[src/rtl/stc_sched.sv]
// rtl/stc_sched.sv - STC gain scheduler stepping a breakpoint table along a sample sweep
// Optional STC_SCHED_RETRIG_LOCK_EN: triggers arriving during a sweep are ignored.
module stc_sched #(
    parameter int          ENTRIES      = 16,
    parameter logic [11:0] SAMPLE_LIMIT = 12'hFFF,
    parameter logic [11:0] GAIN_IDLE    = 12'h800
) (
    input  logic        clk,
    input  logic        rst_n,
    input  logic        trig,
    input  logic        sample_en,
    input  logic        cfg_we,
    input  logic [3:0]  cfg_addr,
    input  logic [11:0] cfg_idx,
    input  logic [11:0] cfg_gain,
    input  logic [4:0]  cfg_num,
    output logic [11:0] gain_out,
    output logic        sweep_active,
    output logic        sweep_done,
    output logic        cfg_err
);
    localparam int AW = (ENTRIES > 1) ? $clog2(ENTRIES) : 1;
    localparam int NW = $clog2(ENTRIES + 1);

    typedef enum logic [1:0] {
        IDLE  = 2'd0,
        SWEEP = 2'd1,
        HOLD  = 2'd2
    } state_t;

    state_t        state_q, state_d;
    logic          trig_q;
    logic [11:0]   count_q, count_d;
    logic [NW-1:0] ptr_q, ptr_d;
    logic [NW-1:0] num_q, num_d;
    logic [11:0]   gain_q, gain_d;
    logic          done_q, done_d;
    logic          err_q, err_d;

    logic [11:0]   tbl_idx_q  [ENTRIES];
    logic [11:0]   tbl_gain_q [ENTRIES];

    logic          trigger;
    logic          tbl_we;
    logic [AW-1:0] rd_addr;
    logic          hit;
    logic [NW-1:0] num_clamped;

`ifdef STC_SCHED_RETRIG_LOCK_EN
    assign trigger = trig & ~trig_q & (state_q != SWEEP);
`else
    assign trigger = trig & ~trig_q;
`endif

    // Table is frozen while sweeping so the pointer walk sees a stable schedule.
    assign tbl_we      = cfg_we && (state_q != SWEEP);
    assign rd_addr     = ptr_q[AW-1:0];
    assign hit         = (ptr_q < num_q) && (count_q == tbl_idx_q[rd_addr]);
    assign num_clamped = ({27'd0, cfg_num} > ENTRIES) ? NW'(ENTRIES) : NW'(cfg_num);

    always_comb begin
        state_d = state_q;
        count_d = count_q;
        ptr_d   = ptr_q;
        num_d   = num_q;
        gain_d  = gain_q;
        done_d  = 1'b0;
        err_d   = cfg_we && (state_q == SWEEP);

        if (trigger) begin
            // A trigger swallows any strobe in the same cycle and suppresses completion.
            state_d = SWEEP;
            count_d = '0;
            ptr_d   = '0;
            num_d   = num_clamped;
        end else begin
            case (state_q)
                IDLE: begin
                    gain_d = GAIN_IDLE;
                end
                SWEEP: begin
                    if (sample_en) begin
                        if (hit) begin
                            gain_d = tbl_gain_q[rd_addr];
                            ptr_d  = ptr_q + NW'(1);
                        end
                        if (count_q >= SAMPLE_LIMIT) begin
                            state_d = HOLD;
                            done_d  = 1'b1;
                        end else begin
                            count_d = count_q + 12'd1;
                        end
                    end
                end
                HOLD: begin
                    gain_d = gain_q;
                end
                default: begin
                    state_d = IDLE;
                end
            endcase
        end
    end

    always_ff @(posedge clk or negedge rst_n) begin
        if (!rst_n) begin
            state_q <= IDLE;
            trig_q  <= 1'b1;
            count_q <= '0;
            ptr_q   <= '0;
            num_q   <= '0;
            gain_q  <= GAIN_IDLE;
            done_q  <= 1'b0;
            err_q   <= 1'b0;
        end else begin
            state_q <= state_d;
            trig_q  <= trig;
            count_q <= count_d;
            ptr_q   <= ptr_d;
            num_q   <= num_d;
            gain_q  <= gain_d;
            done_q  <= done_d;
            err_q   <= err_d;
        end
    end

    always_ff @(posedge clk or negedge rst_n) begin
        if (!rst_n) begin
            for (int i = 0; i < ENTRIES; i++) begin
                tbl_idx_q[i]  <= '0;
                tbl_gain_q[i] <= GAIN_IDLE;
            end
        end else if (tbl_we) begin
            tbl_idx_q[cfg_addr]  <= cfg_idx;
            tbl_gain_q[cfg_addr] <= cfg_gain;
        end
    end

    assign gain_out     = gain_q;
    assign sweep_active = (state_q == SWEEP);
    assign sweep_done   = done_q;
    assign cfg_err      = err_q;

endmodule

[config.mk]
export PLATFORM = sky130hd
export DESIGN_NAME = stc_sched
export DESIGN_NICKNAME = d
export VERILOG_FILES = /design/src/rtl/stc_sched.sv
export SDC_FILE = /design/constraint.sdc
export NUM_CORES = 1
export LEC_CHECK = 0
export CAP_MARGIN = 40
export CELL_PAD_IN_SITES_DETAIL_PLACEMENT = 0
export CELL_PAD_IN_SITES_GLOBAL_PLACEMENT = 1
export CORE_ASPECT_RATIO = 1.75
export CORE_MARGIN = 5
export CORE_UTILIZATION = 35
export DETAILED_ROUTE_END_ITERATION = 10
export MAX_ROUTING_LAYER = met4
export PLACE_DENSITY = 0.67
export SYNTH_ARGS = -nofsm -noshare
export SYNTH_HDL_FRONTEND = slang
export SYNTH_SLANG_ARGS = --single-unit
[constraint.sdc]
create_clock -name clk -period 3.5 [get_ports clk]
set_input_delay 0.525 -clock clk [delete_from_list [all_inputs] [get_ports clk]]
set_output_delay 0.525 -clock clk [all_outputs]
set_load 0.005 [all_outputs]
==> images/placed.png <==
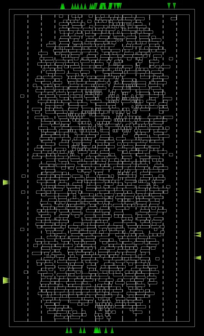
fill count: 5051
core area: 56000 µm²
final std cells w/o fill: 2091
post-layout util: 0.406

==> images/class_map.png <==
Bar = 50 µm. Fill, decap, tap and diode cells in grey.
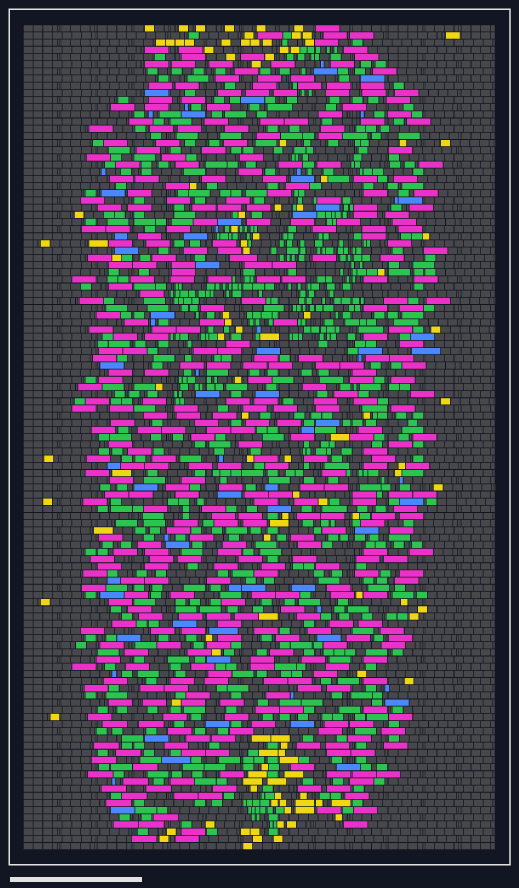
| colour | class | cells |
|---|---|---|
| magenta | registers | 423 |
| yellow | remaining buffers and delay cells | 115 |
| blue | clock drivers and dummy loads | 70 |
| green | remaining logic cells | 781 |
cell area after layout: 22700 µm²
num rows: 115
Seq/total area: 0.467

==> images/clock_wires.png <==
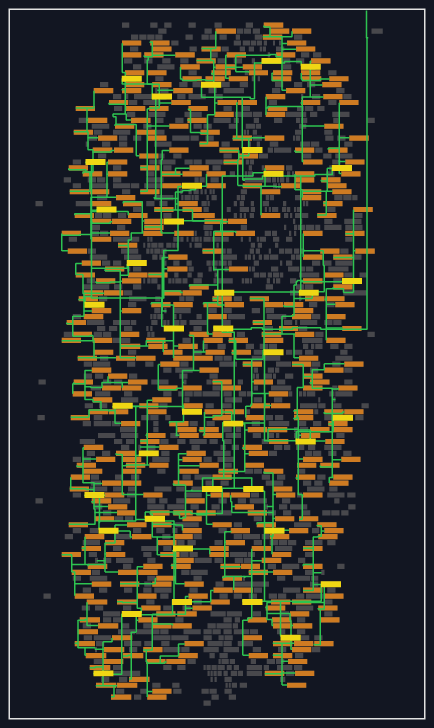
[orange] flip-flops | count: 423
[yellow] clock-net drivers | count: 39
[green] clock wires | length: 5390 µm
routed clock nets: 40
Clock Skew: 0.0130 ns
Clk power: 4360 µW

==> results.cfg <==
; flow metrics
[floorplan]
die_h_um = 324
taps = 702

[clock_network]
post_cts_buffers = 0
cts_tree = yes
cts_buffer_depth = 3
cts-root-buf = clkbuf_16
cts_resized = 0

[placement]
place_inst = 2021
io_buffers = 52
place_congestion = 0.842

[worst_setup_path]
cp.depth = 8
critPathBufInv = 1
cp.required_ns = 3.90
worstPathMaxFanout = 16
reg2reg_depth = 8
rr_startpoint = ptr_q[0]
worst_ep_arrival_time_ns = 3.66
critical_path_class = flip-flop to flip-flop
setup.worst_path.end_class = flip-flop

[logic_synthesis]
yosysUniqueCellTypes = 66
mux_area_frac = 0.356
ys_cells = 1308
yosys.area_share.simple = 0.0390
fp_nets = 1352
top_area_cell = dfrtp_1
synthCells = 1308

[final_timing]
rsz0062_at_grt = no
fin_crit_ns = 3.27
hold_ws_ns = 0.0383

[status]
status = completed

[grt]
use_met3 = 0.0203
antenna_found_initial = 0

[routing]
wl_met1_um = 19700
drtIter0Drc = 627
drc = 0
firstDrtPassIters = 5

[layout]
seq_cell_count = 423
num-nets-final = 1404
drive_above_1_share = 0.471
clkCellAreaFrac = 0.0566
syn2layout_area_growth_pct = 15.3
buffers = 115
n_all_inverters = 19
top_regs = tbl_gain_q x192, tbl_idx_q x192

[hold_path]
hold_path.class = input pin to asynchronous set/reset pin

[power]
internal_power_uw = 8840
clockPowerShare = 0.359
comb_power_share = 0.182
==> images/floorplan.png <==
Pins as bars on the die edge. Tap cells in grey.
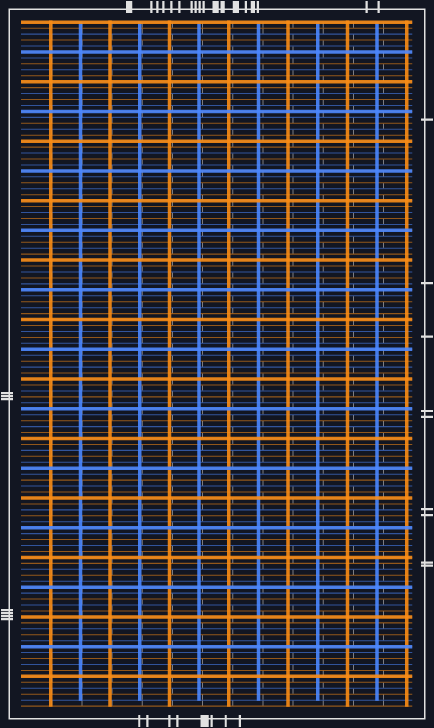
| colour | net |
|---|---|
| orange | VSS |
| blue | VDD |
met5 straps: 23
met4 straps: 13
rows: 115
met1 rails: 116
signal pins: 53

==> images/m2.png <==
Bar = 50 µm.
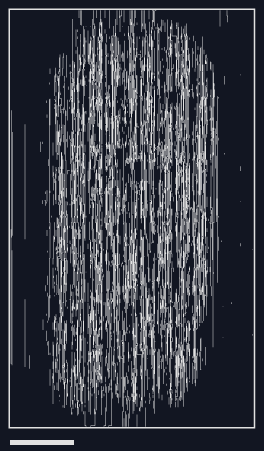
nets with wire on the layer: 1321
share of all routed wire: 56%
longest straight run: 145 µm
wire length on this layer: 30.7 mm

Power figures rest on the tool's default switching activity, not on a simulated workload.
